===== config.mk =====
export PLATFORM = sky130hd
export DESIGN_NAME = mem_writer
export DESIGN_NICKNAME = d
export VERILOG_FILES = /design/src/rtl/mem_pkg.sv /design/src/rtl/mem_writer_dist_ram.sv /design/src/rtl/mem_writer.sv
export SDC_FILE = /design/constraint.sdc
export NUM_CORES = 1
export LEC_CHECK = 0
export CORE_AREA = 4 4 138 140
export CTS_BUF_LIST = sky130_fd_sc_hd__clkbuf_8
export CTS_CLUSTER_SIZE = 14
export DETAILED_ROUTE_END_ITERATION = 12
export DIE_AREA = 0 0 142 144
export GPL_ROUTABILITY_DRIVEN = 0
export PLACE_DENSITY = 0.51
export SYNTH_ARGS = -nofsm -noshare
export SYNTH_HDL_FRONTEND = slang
export SYNTH_HIERARCHICAL = 1
export SYNTH_SLANG_ARGS = --single-unit

===== constraint.sdc =====
create_clock -name clk -period 2.1 [get_ports clk]
set_clock_uncertainty 0.15 [all_clocks]
set_input_delay 0.315 -clock clk [delete_from_list [all_inputs] [get_ports clk]]
set_output_delay 0.315 -clock clk [all_outputs]
set_load 0.005 [all_outputs]

===== src/rtl/mem_pkg.sv =====
// Purpose: shared types and default widths for the mem_writer frame-fill block.
// Latency: n/a (declarations only).
// Backpressure: n/a (declarations only).
package mem_pkg;

  // Default geometry: 16 words of 8 bits.
  localparam int MEM_ADDR_W = 4;
  localparam int MEM_DATA_W = 8;

  // Writer FSM encoding.
  typedef enum logic [1:0] {
    IDLE = 2'd0,
    FILL = 2'd1,
    FULL = 2'd2
  } state_e;

endpackage


===== src/rtl/mem_writer_dist_ram.sv =====
// Purpose: distributed RAM, one synchronous write port and one asynchronous read port.
// Latency: write on the rising edge of clk; read is combinational (a -> spo).
// Backpressure: none; a write is taken on every cycle where we is high.
//
// Ports:
//   clk     - write clock
//   we      - write enable
//   wa, wd  - write address / write data
//   a, spo  - asynchronous read address / read data
module dist_ram #(
  parameter int ADDR_W = 4,
  parameter int DATA_W = 8
) (
  input  logic              clk,
  input  logic              we,
  input  logic [ADDR_W-1:0] wa,
  input  logic [DATA_W-1:0] wd,
  input  logic [ADDR_W-1:0] a,
  output logic [DATA_W-1:0] spo
);

  localparam int DEPTH = 2 ** ADDR_W;

  // Contents are intentionally never reset.
  logic [DATA_W-1:0] mem_q [DEPTH];

  always_ff @(posedge clk) begin
    if (we) begin
      mem_q[wa] <= wd;
    end
  end

  assign spo = mem_q[a];

endmodule


===== src/rtl/mem_writer.sv =====
// Purpose: fills a DEPTH-word memory from a valid/ready pixel stream, then holds it for async readout.
// Latency: one write per cycle; a write is visible on spo the cycle after its edge; done rises the cycle after the last write.
// Backpressure: in_ready is registered from FSM state only (high in FILL), never depends on in_valid.
//
// Ports:
//   clk, rst         - clock, synchronous active-high reset
//   start            - one-cycle pulse, (re)arms a fill from address 0
//   in_valid/in_data - pixel stream input; in_ready - accepting this cycle
//   a, spo           - asynchronous read port into the stored frame
//   wr_addr          - next address to be written
//   done             - memory holds a complete fill
//   cksum            - XOR of words written since last start/reset
//                      (present only when MEM_WRITER_CKSUM_EN is defined)
module mem_writer
  import mem_pkg::*;
#(
  parameter int ADDR_W = MEM_ADDR_W,
  parameter int DATA_W = MEM_DATA_W
) (
  input  logic              clk,
  input  logic              rst,
  input  logic              start,
  input  logic              in_valid,
  input  logic [DATA_W-1:0] in_data,
  output logic              in_ready,
  input  logic [ADDR_W-1:0] a,
  output logic [DATA_W-1:0] spo,
  output logic [ADDR_W-1:0] wr_addr,
  output logic              done
`ifdef MEM_WRITER_CKSUM_EN
  ,
  output logic [DATA_W-1:0] cksum
`endif
);

  localparam logic [ADDR_W-1:0] LAST_ADDR = '1;
  localparam logic [ADDR_W-1:0] ADDR_ONE  = {{(ADDR_W-1){1'b0}}, 1'b1};

  state_e            state_q;
  logic              in_ready_q;
  logic              done_q;
  logic [ADDR_W-1:0] wr_addr_q;
  logic [ADDR_W-1:0] wr_addr_d;
  logic              xfer;

  // start and rst both pre-empt a transfer offered on the same edge.
  assign xfer      = in_ready_q & in_valid & ~start & ~rst;
  assign wr_addr_d = wr_addr_q + ADDR_ONE;

  always_ff @(posedge clk) begin
    if (rst) begin
      state_q    <= IDLE;
      wr_addr_q  <= '0;
      in_ready_q <= 1'b0;
      done_q     <= 1'b0;
    end else if (start) begin
      state_q    <= FILL;
      wr_addr_q  <= '0;
      in_ready_q <= 1'b1;
      done_q     <= 1'b0;
    end else begin
      case (state_q)
        FILL: begin
          if (xfer) begin
            // Natural wrap of the address brings it back to 0 on the last word.
            wr_addr_q <= wr_addr_d;
            if (wr_addr_q == LAST_ADDR) begin
              state_q    <= FULL;
              in_ready_q <= 1'b0;
              done_q     <= 1'b1;
            end
          end
        end
        default: begin
          // IDLE and FULL hold until start.
        end
      endcase
    end
  end

  assign in_ready = in_ready_q;
  assign done     = done_q;
  assign wr_addr  = wr_addr_q;

  dist_ram #(
    .ADDR_W (ADDR_W),
    .DATA_W (DATA_W)
  ) u_ram (
    .clk (clk),
    .we  (xfer),
    .wa  (wr_addr_q),
    .wd  (in_data),
    .a   (a),
    .spo (spo)
  );

`ifdef MEM_WRITER_CKSUM_EN
  logic [DATA_W-1:0] cksum_q;

  always_ff @(posedge clk) begin
    if (rst || start) begin
      cksum_q <= '0;
    end else if (xfer) begin
      cksum_q <= cksum_q ^ in_data;
    end
  end

  assign cksum = cksum_q;
`endif

endmodule


==> summary.txt <==
Implementation numbers.

- The layout has 76 buffers outside the clock class.
- After detailed routing, the total wire length is 12020 microns.
- The area of the core region is 0.01784 sq mm.
- The wire-length estimate of the detail-placed layout is 7947 microns.
- The last timing report of the flow puts the setup violation total at 8.
- The checks that failed: setup timing.
- Per the summary, power density relative to cell area is 786.0 mW/mm^2.
- The maximum vdd drop is 0.0003618 V.
- The gate-level netlist out of Yosys references 31 unique cell types.
- The number of instances resized during post-cts repair is 61.
- The remaining routing DRC violations is 0.
- The longest incremental delay of any stage on the critical path is reported as 470 ps.
- The final cell area excluding filler cells is 0.006613 sq mm.
- The clock-pin slew on the worst setup and hold paths is 70 ps.
- The async set-or-reset flop fraction in the synthesized netlist is 0%.
- The flop share of the area is 59.98%.
- The die is 142 microns wide.
- The flow ran to the end, but the final reports show violations.
- After layout, the worst setup slack is -117.9 ps.
- The setup path with the least slack is of type register to primary output.
- The highest metal layer carrying signal wires in the routed design is met4.
- The clock tree root buffer cell is clkbuf_8.
- The first-pass detailed-route iteration total is 5.
- The cell-mix breakdown from Yosys lists the simple-gate area share as 4.547%.
- Global routing consumed, on the met1 layer, 16.88% of the routing resources.
- The sort of element at the end of the critical path is a primary output.
- The maximum number of buffers from clock root to sink is 2.
- The highest achievable clock rate is 450.9 MHz.
- The critical path endpoint is spo[6].
- The launch point of the critical path was reported as u_ram/mem_q[2][6].
- Recorded from the global router log, the overflow total was 0.
- The dominant kind of cell is sequential cells.
placed cells by master (no fill, tap or decap), types with 3 or more instances in the layout:
cell type        synthesis  final
mux4_2                  18     31
clkdlybuf4s50_1          0     19
nor2_1                  15     15
buf_4                    1     35
dfxtp_1                  6      4
a22oi_1                 16      3
edfxtp_1               128    128
a22oi_2                  0     13
clkinv_1                 0      5
nor3_1                   7      6
buf_12                   0     11
buf_2                    3      7
nand3_1                  3      3
nand2_1                  9      7
clkinv_2                 0      4
clkbuf_8                 0     17
sequential cells by signal, summed over array words and instances, names as in the netlist:
name         count
state_q          1
done             1
u_ram/mem_q    128
wr_addr          4
per-stage QoR:
stage | total power, mW | instances
after CTS | 5.248 | 574
after global routing | 5.411 | 574
after global placement | 3.305 | 540
after floorplan | 3.121 | 248
after detailed placement | 3.307 | 540
final | 5.198 | 574
Fig. 1: signal wires on met4
Scale bar: 50 microns.
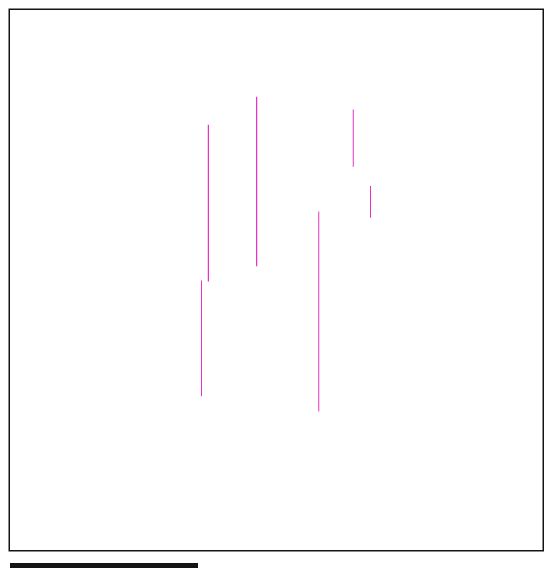
nets with wire on the layer = 2
wire length on this layer = 193 microns
longest straight run = 53.0 microns

Fig. 2: metal layers overlaid
Two of the layers only.
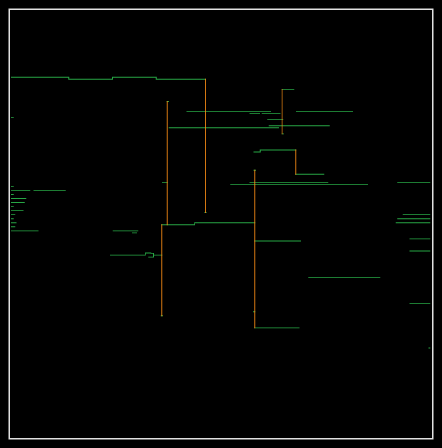
M3 -> green  # wire length 514 microns
M4 -> orange  # wire length 193 microns
vias post-DR: 2692
gr usage total: 12.68%

Fig. 3: routing congestion map
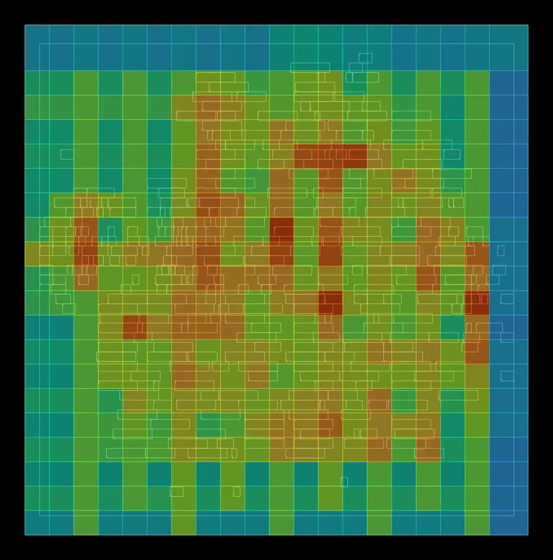
Most Used Layer, Global Route: met2
post-layout util: 37.06%

Fig. 4: sequential cells grouped by signal name
Scale bar: 50 microns. Other sequential cells in the stronger grey, the rest of the logic in the fainter grey.
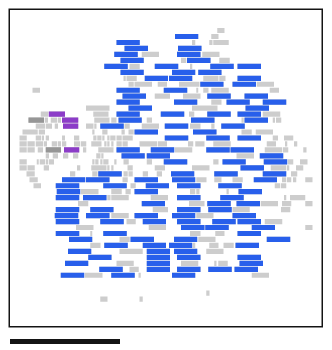
u_ram/mem_q -> blue  # flops 128
wr_addr -> purple  # flops 4
not coloured = 2

No activity file was given, so power comes from the tool's default toggle rates.
